File: config.mk
export PLATFORM = sky130hd
export DESIGN_NAME = op_16bit
export DESIGN_NICKNAME = d
export VERILOG_FILES = /design/src/rtl/op_16bit_pkg.sv /design/src/rtl/op_16bit_half_shifter.sv /design/src/rtl/op_16bit.sv
export SDC_FILE = /design/constraint.sdc
export NUM_CORES = 1
export LEC_CHECK = 0
export CORE_UTILIZATION = 42
export DETAILED_ROUTE_END_ITERATION = 8
export MAX_ROUTING_LAYER = met4
export PLACE_DENSITY = 0.8
export REMOVE_ABC_BUFFERS = 1
export SLEW_MARGIN = 20
export SYNTH_ARGS = -nofsm -noshare
export SYNTH_HDL_FRONTEND = slang
export SYNTH_HIERARCHICAL = 1
export SYNTH_SLANG_ARGS = --single-unit
File: constraint.sdc
create_clock -name clk -period 1 [get_ports clk]
set_input_delay 0.2 -clock clk [delete_from_list [all_inputs] [get_ports clk]]
set_output_delay 0.2 -clock clk [all_outputs]
set_load 0.01 [all_outputs]
File: src/rtl/op_16bit_pkg.sv
// Shared constants for the half-word shift/rotate block: default data width
// and the encoding of the direction select.
package op_16bit_pkg;

    // Default operand width; must be even because the operand is split in halves.
    localparam int WIDTH_DEFAULT = 32;

    // Direction select encoding.
    localparam logic OP_LEFT  = 1'b0;
    localparam logic OP_RIGHT = 1'b1;

endpackage : op_16bit_pkg

File: src/rtl/op_16bit_half_shifter.sv
// Combinational half-word shifter/rotator. It moves the operand by exactly
// WIDTH/2 bit positions. A rotate by half the width gives the same result in
// either direction, so rotate ignores both op and sra.
module half_shifter
    import op_16bit_pkg::*;
#(
    parameter int WIDTH = WIDTH_DEFAULT
) (
    input  logic             sra,
    input  logic             rotate,
    input  logic             op,
    input  logic [WIDTH-1:0] a,
    output logic [WIDTH-1:0] y
);

    localparam int H = WIDTH / 2;

    logic [H-1:0] lo;
    logic [H-1:0] hi;
    logic [H-1:0] right_fill;

    assign lo = a[H-1:0];
    assign hi = a[WIDTH-1:H];

    // Fill for right shifts: copies of the sign bit when sra is set, zeros otherwise.
    assign right_fill = sra ? {H{a[WIDTH-1]}} : {H{1'b0}};

    // Select the result: rotate wins, otherwise shift left or right by H.
    always_comb begin
        y = {lo, {H{1'b0}}};
        if (rotate) begin
            y = {lo, hi};
        end else begin
            case (op)
                OP_LEFT:  y = {lo, {H{1'b0}}};
                OP_RIGHT: y = {right_fill, hi};
                default:  y = {lo, {H{1'b0}}};
            endcase
        end
    end

endmodule : half_shifter

File: src/rtl/op_16bit.sv
// Registered half-word shift/rotate. The block accepts one operation per cycle
// and applies no backpressure. Its result appears exactly one cycle after the
// accepting edge. Idle cycles keep the last result and zero flag unchanged.
module op_16bit
    import op_16bit_pkg::*;
#(
    parameter int WIDTH = WIDTH_DEFAULT
) (
    input  logic             clk,
    input  logic             rst_n,
    input  logic             in_valid,
    input  logic             sra,
    input  logic             rotate,
    input  logic             op,
    input  logic [WIDTH-1:0] a,
    output logic [WIDTH-1:0] out4,
    output logic             out_valid,
    output logic             zero
);

    logic [WIDTH-1:0] shift_y;
    logic [WIDTH-1:0] out4_d;
    logic [WIDTH-1:0] out4_q;
    logic             out_valid_d;
    logic             out_valid_q;
    logic             zero_d;
    logic             zero_q;

    half_shifter #(
        .WIDTH (WIDTH)
    ) u_half_shifter (
        .sra    (sra),
        .rotate (rotate),
        .op     (op),
        .a      (a),
        .y      (shift_y)
    );

    // Next state: load a new result on in_valid, otherwise hold result and flag.
    always_comb begin
        out4_d      = out4_q;
        zero_d      = zero_q;
        out_valid_d = in_valid;
        if (in_valid) begin
            out4_d = shift_y;
            zero_d = (shift_y == '0);
        end
    end

    // Output registers. Reset clears the result and asserts zero to match it.
    always_ff @(posedge clk or negedge rst_n) begin
        if (!rst_n) begin
            out4_q      <= '0;
            out_valid_q <= 1'b0;
            zero_q      <= 1'b1;
        end else begin
            out4_q      <= out4_d;
            out_valid_q <= out_valid_d;
            zero_q      <= zero_d;
        end
    end

    assign out4      = out4_q;
    assign out_valid = out_valid_q;
    assign zero      = zero_q;

endmodule : op_16bit

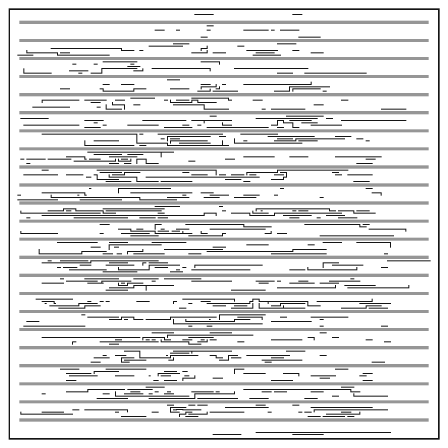
*Signal wires on met1, run 1*
Supply wires on this layer in grey.
longest straight run	24.4 um
main direction	horizontal
nets with wire on the layer	244
share of all routed wire	39%
wire length on this layer	1,880 um
Post-Route WL: 4800 um
met1 GRT Util: 27.8%
Vias: 1,460

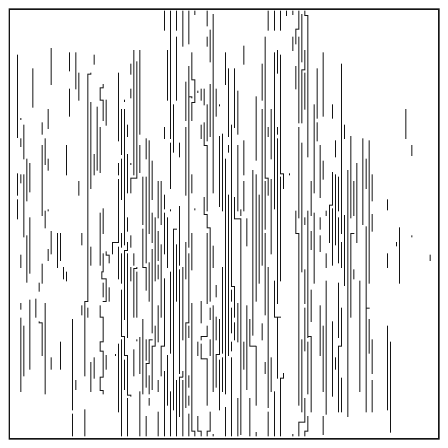
*M2 wires, run 1*
share of all routed wire	54%
longest straight run	37.1 um
wire length on this layer	2,610 um
nets with wire on the layer	254
main direction	vertical
GRT met2 Usage: 44.5%

==> results.toml, run 1 <==
# generated from flow reports
[run_status]
status = "finished with violations"
violations = "negative setup slack"

[clock_tree]
htreeDepth = 2
ctsHoldBuffers = 0
cts_buffer_depth = 2
clkLatencyLatePin_ps = 290
numCtsBuffers = 5
clock_sinks = 34
cts_tree = "built"

[timing]
timing.final.crit_share_pct = 133
fin_ws_ps = -325
max_freq_mhz = 755
relSlewSlack_pct = 76.1
worst_pin_slew_ps = 356
setup_viol = 26
slew_viol_final = 0
skew_ps = 0
rsz0062_at_grt = "true"

[power]
clkPwrFrac_pct = 27.1
seqPwrFrac_pct = 45.3
p_comb_share_pct = 27.7
p_int_w = 0.00259
p_per_area_nw_per_um2 = 1340
ir_drop_mv = 0.961
finalPower_w = 0.00357
p_sw_share_pct = 27.4

[global_routing]
grt_max_degree = 35
gr-total-overflow = 0
grt_pass1_wl_um = 7560
grt_pass1_vias = 1585

[floorplanning]
initCoreUtil_pct = 44.4
rows = 22
die-width_um = 64.4
core-area_sq_um = 3690
die_h_um = 64.4

[finish]
drive_gt1_share_pct = 50.4
antenna_cells = 0
area_growth_syn_to_layout_pct = 63.0
fin_cells = 286
layout_top_cell = "dfrtp_1"
nFillCells = 254

[critical_path]
critPathMaxFanout = 5
cp-start-kind = "input port"
crit_path_end_kind = "flop"
rrSetupSlack_ps = 0
critical_path_class = "in -> reg"
cp.required_ps = 1200

[detailed_routing]
drtPass1Iterations = 4
wl_per_cell_um = 16.8
viasPerCell = 5.10
initialDrtViolationCount = 26
drc = 0
final_antenna_net_count = 0

[job]
tool_warnings = 27
drv_cap = 0

[place]
port_buffers = 71
hpwl_um = 3250

[synthesis]
yosys_warnings = 6
ys_cells = 137
yosys.area.top_type = "dfrtp_1"
ys_ff = 34
synth_top_area_share_pct = 50.5
ys_types = 19
netlist_instances = 137
yosys_area_sq_um = 1640

[hold_path]
hp-class = "in -> async"
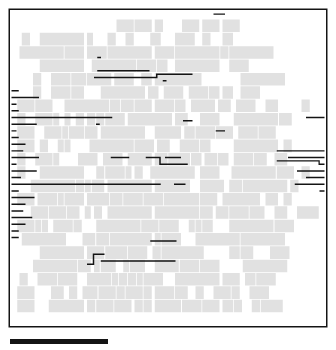
*Met3 routing, run 1*
The bar under the picture is 20 um long.
wire length on this layer	226 um
share of all routed wire	4.7%
nets with wire on the layer	37
main direction	horizontal
longest straight run	30.1 um

-- run 1: per-layer routing --
metal / up-vias / share of wire, % / global-route usage [%]
met5: - / 0 / -
met2: 49 / 54 / 44.5
met3: 13 / 4.7 / 6.34
met1: 725 / 39 / 27.8
li1: 673 / - / -
met4: 0 / 1.8 / 10.0
-- run 1: power by group through the flow --
stage | registers (W) | clock network, W | logic [W]
finish | 0.00162 | 0.000967 | 0.000989
global route | 0.00163 | 0.00103 | 0.00106
CTS | 0.00161 | 0.000976 | 0.000943
detailed placement | 0.00164 | 0 | 0.000993
global placement | 0.00163 | 0 | 0.000967
floorplan | 0.00170 | 0 | 0.000263
-- run 1: logic make-up (layout without fill, tap and decap cells) --
group,after synthesis,in the layout,synth area share [%]
muxes,32,32,22.0
DFF,34,34,52.1
and+or+nand+nor,31,32,14.0
buffers and inverters,23,123,6.27
AOI/OAI and AO/OA,17,17,5.66
-- run 1: flip-flops by register name, summed over array words and instances (netlist names) --
register,count
out4,32
zero,1
out_valid,1
-- run 1: worst paths after layout --
kind                                      startpoint              endpoint  cells after the start
min in group clk                               a[18]      zero$_DFFE_PN1P_                      5
worst max-delay path                              op      zero$_DFFE_PN1P_                      8
worst max register to register   out4[2]$_DFFE_PN0P_   out4[2]$_DFFE_PN0P_                      3
max in group asynchronous                      rst_n      zero$_DFFE_PN1P_                      2
worst min register to register  out4[24]$_DFFE_PN0P_  out4[24]$_DFFE_PN0P_                      1
worst min-delay path                           rst_n  out4[24]$_DFFE_PN0P_                      2
-- run 1: synth_stat cells (all sizes together) --
cell    instances
dfrtp          33
dfstp           1
nor4            6
mux2           32
or3             1
nor4b           1
nand2b          1
nand4           2
and2b           5
nor2            2
o21ai          16
o31ai           1
buf             7
nor2b          12
nand4b          1
inv            16
-- run 1: critical path, stage by stage --
cell     delay [ps]
buf_8           100
nor2_4          130
buf_6           130
buf_4           120
nor2b_1          60
nor4_2          380
nand4_1         160
o31ai_2         230
-- run 1: final cells by class --
type | instances | area [sq um] | area share (%)
flip-flops and latches | 34 | 852 | 31.9
repair buffers | 99 | 848 | 31.8
multi-input cells | 81 | 767 | 28.8
inverters | 16 | 60.1 | 2.25
clock buffers | 8 | 80.1 | 3.00
well taps | 48 | 60.1 | 2.25
-- run 1: per-stage QoR --
stage | util (%) | setup slack (ps) | cell area [sq um] | TNS, ps
2_1_floorplan | - | -604 | 1590 | -4270
3_3_place_gp | 68.5 | -951 | 2520 | -21730
3_5_place_dp | 68.5 | -1090 | 2520 | -23830
4_1_cts | 70.5 | -285 | 2600 | -795
5_1_grt | 72.3 | -410 | 2670 | -1700
6_report | 72.3 | -325 | 2670 | -805
-- run 1: what timing repair did --
item,in CTS,in global routing
resized,180,16
buffers inserted,6,3
endpoints found under the setup margin,67,45
cloned,2,0
pin swaps,9,8
## Run 2: what changed since run 1
--- a/config.mk
+++ b/config.mk
@@ -9,6 +9,7 @@
 export DETAILED_ROUTE_END_ITERATION = 8
 export MAX_ROUTING_LAYER = met4
 export PLACE_DENSITY = 0.8
+export RECOVER_POWER = 100
 export REMOVE_ABC_BUFFERS = 1
 export SLEW_MARGIN = 20
 export SYNTH_ARGS = -nofsm -noshare
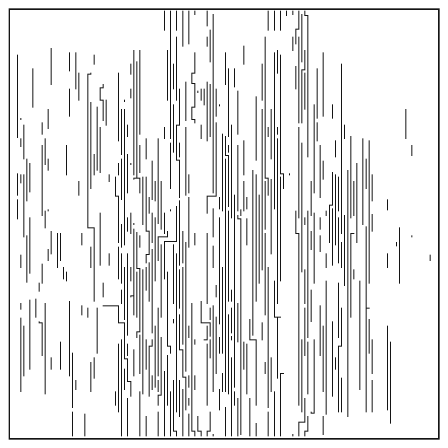
*M2 wires, run 2*
main direction	vertical
wire length on this layer	2,600 um
nets with wire on the layer	254

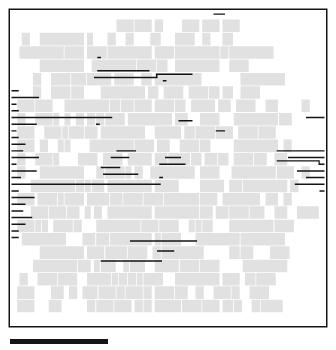
*Met3 routing, run 2*
The bar under the picture is 20 um long.
longest straight run	30.1 um
main direction	horizontal
share of all routed wire	5.0%
GR Util met3: 6.34%
Post-Route WL: 4810 um
Vias: 1,478

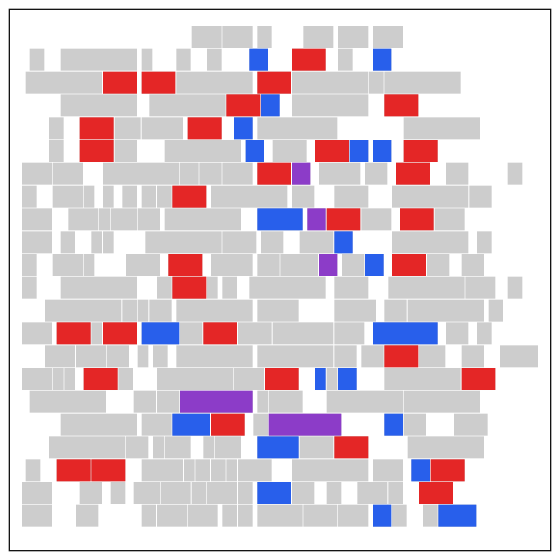
*Logic cells by family, run 2*
family	colour	cells
mux cells	red	32
nor cells	blue	21
nand cells	purple	5
Comb/total area: 29.0%
final std cells w/o fill: 286
most frequent logic cell in the layout: dfrtp_1

==> run 2 against run 1 <==
The flow still finishes with violations (negative setup slack). Clock-buffer cell count is the same. Synthesized area did not move. Flip-flop count unchanged. Critical path depth did not move. Utilization shrank 0.51 points. Wire length is 0.21% higher. Die area unchanged. Clock power hardly changed. Cell count unchanged. Sequential share of layout area grew 0.23 points. Largest power group unchanged.
==> results.toml, run 2 <==
# generated from flow reports
[place]
hpwl_um = 3250
gp_congestion = 0.754
port_buffers = 71

[finish]
utilization_pct = 71.8
final_cell_mix = "33 x dfrtp_1, 32 x mux2_2, 30 x clkdlybuf4s50_1, 28 x buf_2, 22 x buf_4"
antenna_cells = 0
area_growth_syn_to_layout_pct = 61.9
largest_reg_flops = 32
flop_area_sq_um = 852
fin_nets = 275
drive_gt1_share_pct = 50.4
nFillCells = 257
logic_area_sq_um = 767

[run_status]
status = "finished with violations"
violations = "negative setup slack"

[detailed_routing]
drtPass1Iterations = 4
viasPerCell = 5.17
initialDrtViolationCount = 26
drc = 0
wl_per_cell_um = 16.8
final_antenna_net_count = 0

[floorplanning]
die-width_um = 64.4
rows = 22
dieArea_sq_um = 4150
core-area_sq_um = 3690
io_pins = 72
die_h_um = 64.4
initCoreUtil_pct = 44.4

[synthesis]
yosys_warnings = 6
yosys-top-cells-count = "33 x dfrtp_1, 32 x mux2_2, 16 x inv_1, 14 x o21ai_0, 11 x nor2b_1"
ys_sh_mux_pct = 22.0
xor_share_pct = 0
async_flop_share_pct = 100
edf_count = 0
ys_seq_share_pct = 52.1
yosysMostFrequentCell = "dfrtp_1"
aoi_share_pct = 5.66
synth-main-ff-cell = "dfrtp_1"
ys_sh_adder_pct = 0
ys_types = 19
ys_cells = 137
synth_area_sq_um = 1640
topCellsByArea = "dfrtp_1 50%, mux2_2 22%, o21ai_0 4.3%, nor2b_1 4.2%, inv_1 3.7%"
synth_top_area_share_pct = 50.5
synth_area_per_cell_sq_um = 11.9
netlist_instances = 137
yosys_area_sq_um = 1640
ys_ff = 34
simple_gate_share_pct = 14.0
logic_family = "multiplexers"
yosys.area.top_type = "dfrtp_1"

[global_routing]
grt_pass1_vias = 1585
antenna_found_initial = 0
track_usage_pct = 25.5
grt_max_degree = 35
grt_pass1_wl_um = 7560
gr-total-overflow = 0

[timing]
setup_viol = 27
whs_ps = 400
max_freq_mhz = 752
relSlewSlack_pct = 69.7
fin_ws_ps = -331
rsz0062_at_grt = "true"
skew_ps = 0
period_needed_ps = 1330
slew_viol_final = 0
hold_viol_final = 0
timing.final.crit_share_pct = 133
worst_pin_slew_ps = 454

[hold_path]
hp-class = "in -> reg"

[job]
drv_cap = 0
tool_warnings = 27

[power]
finalPower_w = 0.00356
ir_drop_mv = 0.952
p_per_area_nw_per_um2 = 1340
p_leak_nw = 1.28

[critical_path]
critPathMaxFanout = 5
crit_path_end_kind = "flop"
cp.required_ps = 1200
critical_path_class = "in -> reg"
cp-start-kind = "input port"
crit_arrival_ps = 1530

[clock_tree]
clkLatencyLatePin_ps = 290
root_buffer = "clkbuf_8"
htreeDepth = 2
cts_buffer_depth = 2
numCtsBuffers = 5
path_clk_slew_ps = 70
ctsHoldBuffers = 0
clock_sinks = 34
cts_tree = "built"
==> run 2: cell type report <==
type | instances | area share, %
inverters | 16 | 2.27
well taps | 48 | 2.27
repair buffers | 99 | 31.3
clock buffers | 8 | 3.02
multi-input cells | 81 | 29.0
flip-flops and latches | 34 | 32.2
==> run 2: worst max-delay path, cell delays in order <==
cell     delay, ps
buf_8          100
nor2_4         140
buf_6          140
buf_4          120
nor2b_1         60
nor4_2         380
nand4_1        160
o31ai_2        230
==> run 2: path summary, 6_finish.rpt <==
kind                                       from              endpoint  slack (ps)  cells past startpoint
min                                       a[18]      zero$_DFFE_PN1P_         400                      5
min reg2reg                out4[24]$_DFFE_PN0P_  out4[24]$_DFFE_PN0P_         500                      1
max reg2reg                 out4[2]$_DFFE_PN0P_   out4[2]$_DFFE_PN0P_           0                      3
max in group asynchronous                 rst_n      zero$_DFFE_PN1P_         230                      2
min in group asynchronous                 rst_n  out4[17]$_DFFE_PN0P_         420                      2
max                                          op      zero$_DFFE_PN1P_        -330                      8
==> run 2: metal layers <==
metal | vias to the layer above | GRT usage, % | routed length [um]
met5 | - | - | 0
met4 | 0 | 10.0 | 87
met3 | 13 | 6.34 | 238
met2 | 55 | 44.5 | 2600
met1 | 739 | 27.8 | 1880
li1 | 671 | - | -
==> run 2: cells by family (layout without fill, tap and decap cells) <==
group / Yosys count / count (layout)
AND/OR/NAND/NOR: 31 / 32
flip-flops: 34 / 34
buffers and inverters: 23 / 123
multiplexers: 32 / 32
AND-OR/OR-AND: 17 / 17
==> run 2: what timing repair did <==
action	CTS	global route
endpoints found under the setup margin	67	45
pin swaps	9	8
buffers inserted	6	3
hold endpoints to repair	0	0
resized	180	16
cloned	2	0
==> run 2: stage by stage <==
step	instance area [sq um]	TNS [ps]	std cells	setup slack, ps
3_5_place_dp	2520	-23830	267	-1090
6_report	2650	-811	286	-331
3_3_place_gp	2520	-21730	267	-951
4_1_cts	2600	-795	283	-285
2_1_floorplan	1590	-4270	130	-604
5_1_grt	2650	-1970	286	-410
==> run 2: power by group <==
group | leakage, nW | switching [W] | internal, W
clock network | 0.0395 | 0.000471 | 0.000494
registers | 0.413 | 0.0000878 | 0.00153
logic | 0.831 | 0.000417 | 0.000562
Power figures rest on the tool's default switching activity, not on a simulated workload.
